Fig. 1: run 1, placed cells, one color a class
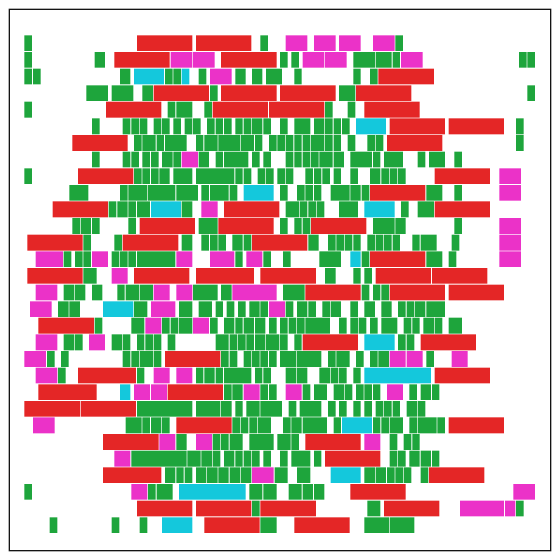
Fig. 2: run 1, wire density map
The bar under the picture is 20 µm long. 18 x 18 tiles, from dark blue (low) to red (high), scaled to the fullest tile. Values are wire area over tile area, all layers added.
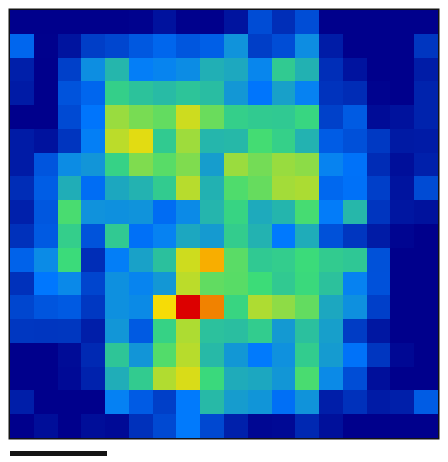
Fig. 3: run 1, wiring by layer
The bar under the picture is 20 µm long.
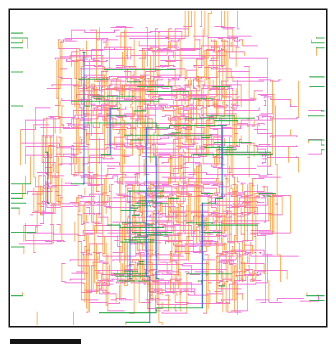
**src/rtl/btn_event_avs.sv**
```systemverilog
// Push-button conditioner for the Nios system: 2-flop synchroniser, debounce FSM,
// edge capture, press counter and maskable level irq behind an Avalon-MM slave.
module btn_event_avs #(
    parameter int unsigned DEBOUNCE_CYCLES = 1000000,
    parameter bit          BTN_ACTIVE_LOW  = 1'b1
) (
    input  logic        clk_clk,
    input  logic        reset_reset_n,
    input  logic        btn_in,
    input  logic [1:0]  avs_address,
    input  logic        avs_read,
    input  logic        avs_write,
    input  logic [31:0] avs_writedata,
    output logic [31:0] avs_readdata,
    output logic        irq
);

    localparam int unsigned CNT_W  = 24;
    localparam int unsigned PCNT_W = 16;
    localparam int unsigned DATA_W = 32;

    // Counter value on the last qualifying cycle: the transition edge is the
    // DEBOUNCE_CYCLES-th consecutive cycle of a stable level.
    localparam logic [CNT_W-1:0] CNT_LAST = CNT_W'(DEBOUNCE_CYCLES - 2);
    localparam logic             IDLE_LVL = BTN_ACTIVE_LOW;

    localparam logic [1:0] S_RELEASED        = 2'd0;
    localparam logic [1:0] S_CONFIRM_PRESS   = 2'd1;
    localparam logic [1:0] S_PRESSED         = 2'd2;
    localparam logic [1:0] S_CONFIRM_RELEASE = 2'd3;

    localparam logic [1:0] A_STATUS     = 2'd0;
    localparam logic [1:0] A_IRQ_MASK   = 2'd1;
    localparam logic [1:0] A_EDGE_CAP   = 2'd2;
    localparam logic [1:0] A_PRESS_CNT  = 2'd3;

    logic              r_sync1;
    logic              r_sync2;
    logic [1:0]        r_state;
    logic [1:0]        w_state_nxt;
    logic [CNT_W-1:0]  r_cnt;
    logic [CNT_W-1:0]  w_cnt_nxt;
    logic              w_p;
    logic              w_press_evt;
    logic              w_level;
    logic              r_irq_mask;
    logic              w_irq_mask_nxt;
    logic              r_edge_cap;
    logic              w_edge_cap_nxt;
    logic [PCNT_W-1:0] r_press_cnt;
    logic [PCNT_W-1:0] w_press_cnt_nxt;
    logic [DATA_W-1:0] w_rd_mux;
    logic              w_wr_mask;
    logic              w_wr_ec;
    logic              w_wr_cnt;
    logic              w_unused_wdata;

    // Metastability filter; resets to the unpressed pin level
    always_ff @(posedge clk_clk or negedge reset_reset_n) begin
        if (!reset_reset_n) begin
            r_sync1 <= IDLE_LVL;
            r_sync2 <= IDLE_LVL;
        end else begin
            r_sync1 <= btn_in;
            r_sync2 <= r_sync1;
        end
    end

    assign w_p     = r_sync2 ^ IDLE_LVL;
    assign w_level = (r_state == S_PRESSED) || (r_state == S_CONFIRM_RELEASE);

    always_ff @(posedge clk_clk or negedge reset_reset_n) begin
        if (!reset_reset_n) begin
            r_state <= S_RELEASED;
            r_cnt   <= '0;
        end else begin
            r_state <= w_state_nxt;
            r_cnt   <= w_cnt_nxt;
        end
    end

    always_comb begin
        w_state_nxt = r_state;
        w_cnt_nxt   = r_cnt;
        w_press_evt = 1'b0;
        case (r_state)
            S_RELEASED: begin
                if (w_p) begin
                    w_state_nxt = S_CONFIRM_PRESS;
                    w_cnt_nxt   = '0;
                end
            end
            S_CONFIRM_PRESS: begin
                if (!w_p) begin
                    w_state_nxt = S_RELEASED;
                end else begin
                    w_cnt_nxt = r_cnt + CNT_W'(1);
                    if (r_cnt == CNT_LAST) begin
                        w_state_nxt = S_PRESSED;
                        w_press_evt = 1'b1;
                    end
                end
            end
            S_PRESSED: begin
                if (!w_p) begin
                    w_state_nxt = S_CONFIRM_RELEASE;
                    w_cnt_nxt   = '0;
                end
            end
            default: begin
                if (w_p) begin
                    w_state_nxt = S_PRESSED;
                end else begin
                    w_cnt_nxt = r_cnt + CNT_W'(1);
                    if (r_cnt == CNT_LAST) begin
                        w_state_nxt = S_RELEASED;
                    end
                end
            end
        endcase
    end

    assign w_wr_mask      = avs_write && (avs_address == A_IRQ_MASK);
    assign w_wr_ec        = avs_write && (avs_address == A_EDGE_CAP);
    assign w_wr_cnt       = avs_write && (avs_address == A_PRESS_CNT);
    assign w_unused_wdata = ^avs_writedata[31:1];

    // Register next values; a press event beats a concurrent clear
    always_comb begin
        w_irq_mask_nxt  = r_irq_mask;
        w_edge_cap_nxt  = r_edge_cap;
        w_press_cnt_nxt = r_press_cnt;
        w_rd_mux        = '0;
        if (w_wr_mask) begin
            w_irq_mask_nxt = avs_writedata[0];
        end
        if (w_press_evt) begin
            w_edge_cap_nxt  = 1'b1;
            w_press_cnt_nxt = w_wr_cnt ? PCNT_W'(1) : r_press_cnt + PCNT_W'(1);
        end else begin
            if (w_wr_ec && avs_writedata[0]) begin
                w_edge_cap_nxt = 1'b0;
            end
            if (w_wr_cnt) begin
                w_press_cnt_nxt = '0;
            end
        end
        case (avs_address)
            A_STATUS:   w_rd_mux = DATA_W'(w_level);
            A_IRQ_MASK: w_rd_mux = DATA_W'(r_irq_mask);
            A_EDGE_CAP: w_rd_mux = DATA_W'(r_edge_cap);
            default:    w_rd_mux = DATA_W'(r_press_cnt);
        endcase
    end

    always_ff @(posedge clk_clk or negedge reset_reset_n) begin
        if (!reset_reset_n) begin
            r_irq_mask   <= 1'b0;
            r_edge_cap   <= 1'b0;
            r_press_cnt  <= '0;
            avs_readdata <= '0;
            irq          <= 1'b0;
        end else begin
            r_irq_mask  <= w_irq_mask_nxt;
            r_edge_cap  <= w_edge_cap_nxt;
            r_press_cnt <= w_press_cnt_nxt;
            if (avs_read) begin
                avs_readdata <= w_rd_mux;
            end
            irq <= r_irq_mask & r_edge_cap;
        end
    end

endmodule

```
**config.mk**
```make
export PLATFORM = sky130hd
export DESIGN_NAME = btn_event_avs
export DESIGN_NICKNAME = d
export VERILOG_FILES = /design/src/rtl/btn_event_avs.sv
export SDC_FILE = /design/constraint.sdc
export NUM_CORES = 1
export LEC_CHECK = 0
export ABC_AREA = 1
export CORE_MARGIN = 2
export CORE_UTILIZATION = 52
export CTS_CLUSTER_SIZE = 14
export DETAILED_ROUTE_END_ITERATION = 10
export GPL_ROUTABILITY_DRIVEN = 0
export PLACE_DENSITY = 0.85
export SYNTH_ARGS = -nofsm -noshare
export SYNTH_HDL_FRONTEND = slang
export SYNTH_SLANG_ARGS = --single-unit
```
**constraint.sdc**
```tcl
create_clock -name clk_clk -period 1.58 [get_ports clk_clk]
set_input_delay 0.316 -clock clk_clk [delete_from_list [all_inputs] [get_ports clk_clk]]
set_output_delay 0.316 -clock clk_clk [all_outputs]
set_load 0.005 [all_outputs]
```
==> flow_summary.ini, run 1 <==
; physical design summary
[placed_design]
place.port_buffers = 24

[drt]
dr_wl_met3_um = 615
wl_per_cell_um = 13.83
drc_violations_left = 0
drt-pass1-iter-count = 5

[setup_path]
setup.worst_path.end = r_press_cnt[10]
setup_slack_reg_to_reg_ns = 0.03
r2r_end = r_press_cnt[10]
critPathArrivalTime_ns = 1.79
regToRegStartpoint = r_cnt[0]
critPathBufInv = 2
highest_cell_delay_on_the_worst_timing_path_ns = 0.39

[global_route]
grt.met3_usage = 0.04478
global_route.usage.total = 0.2502

[run_status]
status = finished, final reports clean

[clock_tree]
clock_sink_count = 63
cts_resized = 10
clock_insertion_delay_worst_skew_ns = 0.36

[yosys]
syn_area_mm2 = 0.003705
synth_compound_gate_area_share = 0.07835
post_synth_fa_ha_maj_area_fraction = 0.01013
top_area_cell_types = dfrtp_1, nand2_1, nor2_1
synthTopLogicFamily = simple AND/OR/NAND/NOR gates

[final_timing]
rsz0062_at_grt = true
hold_violations = 0

[finish]
numSequentialCells = 63
n_fill_cell = 552
top_register = r_cnt

[min_path]
worstHoldPathType = register to register
Notes on Fig. 1 above:
[clock drivers and dummy loads] cyan | cells: 15 | share of their area: 4.8%
[other buffers and delay cells] magenta | cells: 56 | share of their area: 12%
[all other logic] green | cells: 424 | share of their area: 48%
[flip-flops] red | cells: 63 | share of their area: 36%

Notes on Fig. 2 above:
fullest tile: 0.75
mean over tiles: 0.19
nearly empty tiles: 17%

Notes on Fig. 3 above:
[met3] green | wire length: 615 µm
[met1] magenta | wire length: 3800 µm
[met2] orange | wire length: 4400 µm
[met4] blue | wire length: 227 µm

==> run 1: where the power goes <==
group | switching (µW) | internal (µW)
clock network | 626 | 918
logic | 156 | 93.6
registers | 22.5 | 1640
==> run 1: cells in the final DEF, fill, tap and decap left out, drive strengths merged, types with 8 or more instances in the layout <==
| cell | synthesis | final |
|---|---|---|
| a21oi | 12 | 12 |
| nor2 | 77 | 77 |
| clkdlybuf4s50 | 0 | 22 |
| o31ai | 11 | 11 |
| xor2 | 8 | 8 |
| nand4 | 13 | 13 |
| buf | 24 | 32 |
| nand3 | 42 | 43 |
| nand2 | 149 | 149 |
| inv | 52 | 52 |
| conb | 1 | 16 |
| dfrtp | 61 | 61 |
| o21ai | 20 | 20 |
| clkbuf | 3 | 11 |
==> run 2: changes to the inputs <==
--- a/config.mk
+++ b/config.mk
@@ -6,11 +6,9 @@
 export NUM_CORES = 1
 export LEC_CHECK = 0
 export ABC_AREA = 1
-export CORE_MARGIN = 2
 export CORE_UTILIZATION = 52
 export CTS_CLUSTER_SIZE = 14
 export DETAILED_ROUTE_END_ITERATION = 10
-export GPL_ROUTABILITY_DRIVEN = 0
 export PLACE_DENSITY = 0.85
 export SYNTH_ARGS = -nofsm -noshare
 export SYNTH_HDL_FRONTEND = slang
==> run 2 against run 1 <==
The flow now finishes with violations (negative setup slack); critical path depth rose by 1; final cell count rose by 0.61%; final area rose by 4.3%; power fell by 0.32%; fmax fell by 5.8%; sequential share of layout area fell by 1.4 points; highest routed layer unchanged; clock power fell by 3%; wire length rose by 6.6%; global-route usage rose by 0.77 points.
==> flow_summary.ini, run 2 <==
; physical design summary
[clock_tree]
cts_resized = 10
clock_sink_count = 63
clock_insertion_delay_worst_skew_ns = 0.34

[drt]
dr_wl_met3_um = 561
wl_per_cell_um = 14.64
drc_violations_left = 0
drt-pass1-iter-count = 7

[finish]
numSequentialCells = 63
top_register = r_cnt
highest_count_cells_in_the_layout_ignoring_fill_and_taps = nand2_1, nor2_1, dfrtp_1, inv_1, buf_4
layout_top_cell = nand2_1

[setup_path]
highest_cell_delay_on_the_worst_timing_path_ns = 0.41
setup_slack_reg_to_reg_ns = -0.06
critPathBufInv = 3
setup.worst_path.end = r_press_cnt[9]
critPathArrivalTime_ns = 1.87
r2r_end = r_press_cnt[9]
regToRegStartpoint = r_cnt[0]

[yosys]
post_synth_fa_ha_maj_area_fraction = 0.01013
synth_compound_gate_area_share = 0.07835
synthTopLogicFamily = simple AND/OR/NAND/NOR gates
syn_area_mm2 = 0.003705
top_area_cell_types = dfrtp_1, nand2_1, nor2_1

[final_timing]
worst_slack_ns = -0.06089
rsz0062_at_grt = true
hold_violations = 0
finalSetupViolations = 16

[placed_design]
place.port_buffers = 24

[run_status]
status = complete, but fails checks
violations = negative setup slack

[global_route]
grt.met3_usage = 0.04000
[run 2: stage by stage]
step | hold WS (ns) | cell area, µm² | setup WS [ns] | power (µW) | setup TNS (ns)
2_1_floorplan | 0.02041 | 3761 | 0.1154 | 1816 | 0
3_3_place_gp | 0.3469 | 4156 | -0.01576 | 1911 | -0.07013
3_5_place_dp | 0.3488 | 4156 | -0.09070 | 1924 | -0.8025
4_1_cts | 0.3588 | 4452 | 0.007666 | 3421 | 0
5_1_grt | 0.3655 | 4720 | -0.1242 | 3552 | -1.753
6_report | 0.3590 | 4720 | -0.06089 | 3443 | -0.4952
[run 2: where the power goes]
group / leakage (µW) / switching, µW / internal [µW]
clock network: 0.000104 / 619 / 885
logic: 0.00121 / 170 / 106
registers: 0.000862 / 25.2 / 1640
total: 0.00218 / 814 / 2630
Fig. 4: run 2, placed cells, one color a class
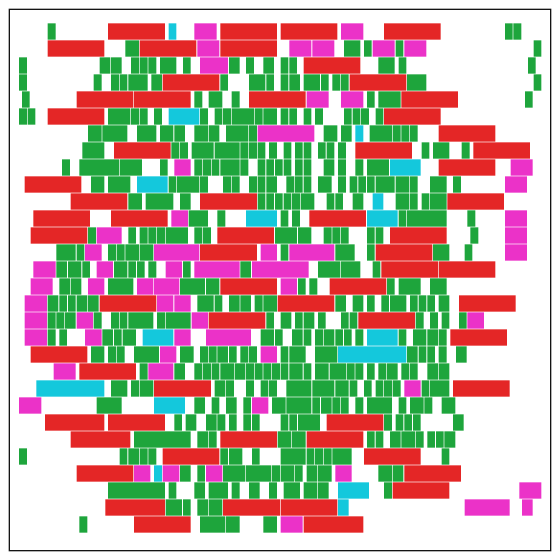
[all other logic] green | cells: 424 | share of their area: 48%
[other buffers and delay cells] magenta | cells: 59 | share of their area: 13%
[clock drivers and dummy loads] cyan | cells: 16 | share of their area: 4.5%
[flip-flops] red | cells: 63 | share of their area: 34%
summed area of non-filler cells in the final layout: 0.004720 mm²
Placement Rows: 30
proportion of cell area occupied by registers: 0.3351

==> run 3: changes to the inputs <==
--- a/config.mk
+++ b/config.mk
@@ -7,6 +7,7 @@
 export LEC_CHECK = 0
 export ABC_AREA = 1
 export CORE_UTILIZATION = 52
+export CTS_CLUSTER_DIAMETER = 60
 export CTS_CLUSTER_SIZE = 14
 export DETAILED_ROUTE_END_ITERATION = 10
 export PLACE_DENSITY = 0.85
==> run 3 against run 2 <==
The flow still finishes with violations (negative setup slack); critical path depth is the same; final area stayed put; global-route usage is the same; non-clock buffer count unchanged; highest routed layer unchanged.
==> flow_summary.ini, run 3 <==
; physical design summary
[placed_design]
place.port_buffers = 24
place_area_mm2 = 0.004156

[setup_path]
critPathArrivalTime_ns = 1.87
r2r_end = r_press_cnt[9]
highest_cell_delay_on_the_worst_timing_path_ns = 0.41
crit_start = r_cnt[0]
regToRegStartpoint = r_cnt[0]
setup_slack_reg_to_reg_ns = -0.06
setup.worst_path.end = r_press_cnt[9]
worstRegToRegCells = 10

[yosys]
syn_area_mm2 = 0.003705
top_area_cell_types = dfrtp_1, nand2_1, nor2_1

[drt]
drc_violations_left = 0
drt-pass1-iter-count = 7

[finish]
layout_top_cell = nand2_1
highest_count_cells_in_the_layout_ignoring_fill_and_taps = nand2_1, nor2_1, dfrtp_1, inv_1, buf_4
stdcell_area_mm2 = 0.004720
sh_seq_area = 0.3351
syn_to_final_growth_pct = 27.39
numSequentialCells = 63
layout-drive-gt1-share = 0.2242

[clock_tree]
clock_sink_count = 63
cts_resized = 10
clock_tree.root_cell = clkbuf_8

[power]
power_uw = 3443
power_leader = registers
clock_power_share = 0.437
power.share.switching = 0.2364
seq_cell_power_uw = 1660
power.clock.total_uw = 1500
p_comb_frac = 0.080
p_sw_uw = 814.2
reg_power_frac = 0.483
comb_power_uw = 276

[final_timing]
hold_violations = 0
rsz0062_at_grt = true
holdWs_ns = 0.3590
setup_total_negative_slack_ns = -0.4952
finalSetupViolations = 16
worst_slack_ns = -0.06089

[floorplanning]
core.rowCount = 30
ios = 72

[run_status]
status = complete, but fails checks
violations = negative setup slack
run 3: metal layers:
metal | global-route usage | part of all wire
met3 | 0.04000 | 0.058
met1 | 0.3531 | 0.43
met2 | 0.4033 | 0.48
met4 | 0.1212 | 0.029
met5 | 0 | 0
run 3: critical path, delay by kind of cell (launching register included):
family,cells,cell delay [ns]
AND/OR/NAND/NOR,6,0.64
flip-flops,1,0.41
buffers and inverters,3,0.33
adder cells (fa/ha/maj),1,0.15
run 3: logic make-up (layout without fill, tap and decap cells):
logic type,count (synthesis),in the layout,share of synthesized area
and+or+nand+nor,292,292,0.3573
DFF,63,63,0.4262
other,1,16,0.001012
adders and majority gates,3,3,0.01013
xor gates and xnor gates,9,9,0.02128
AOI/OAI and AO/OA,50,50,0.07836
buffers and inverters,80,129,0.1057
Fig. 5: run 3, wiring by layer
The bar under the picture is 20 µm long.
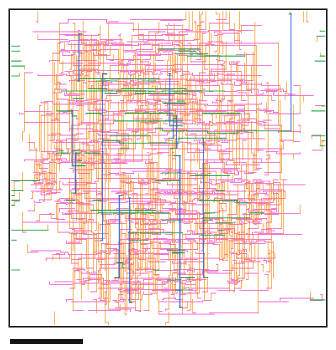
[met2] orange | wire length: 4640 µm
[met3] green | wire length: 562 µm
[met4] blue | wire length: 275 µm
[met1] magenta | wire length: 4160 µm
global routing usage summed across all routing layers: 0.2579
Routed WL: 9635 µm
average detailed-routed wire length per instance: 14.64 µm
number of vias in the routed layout: 3568

Power and IR drop assume default switching activity.
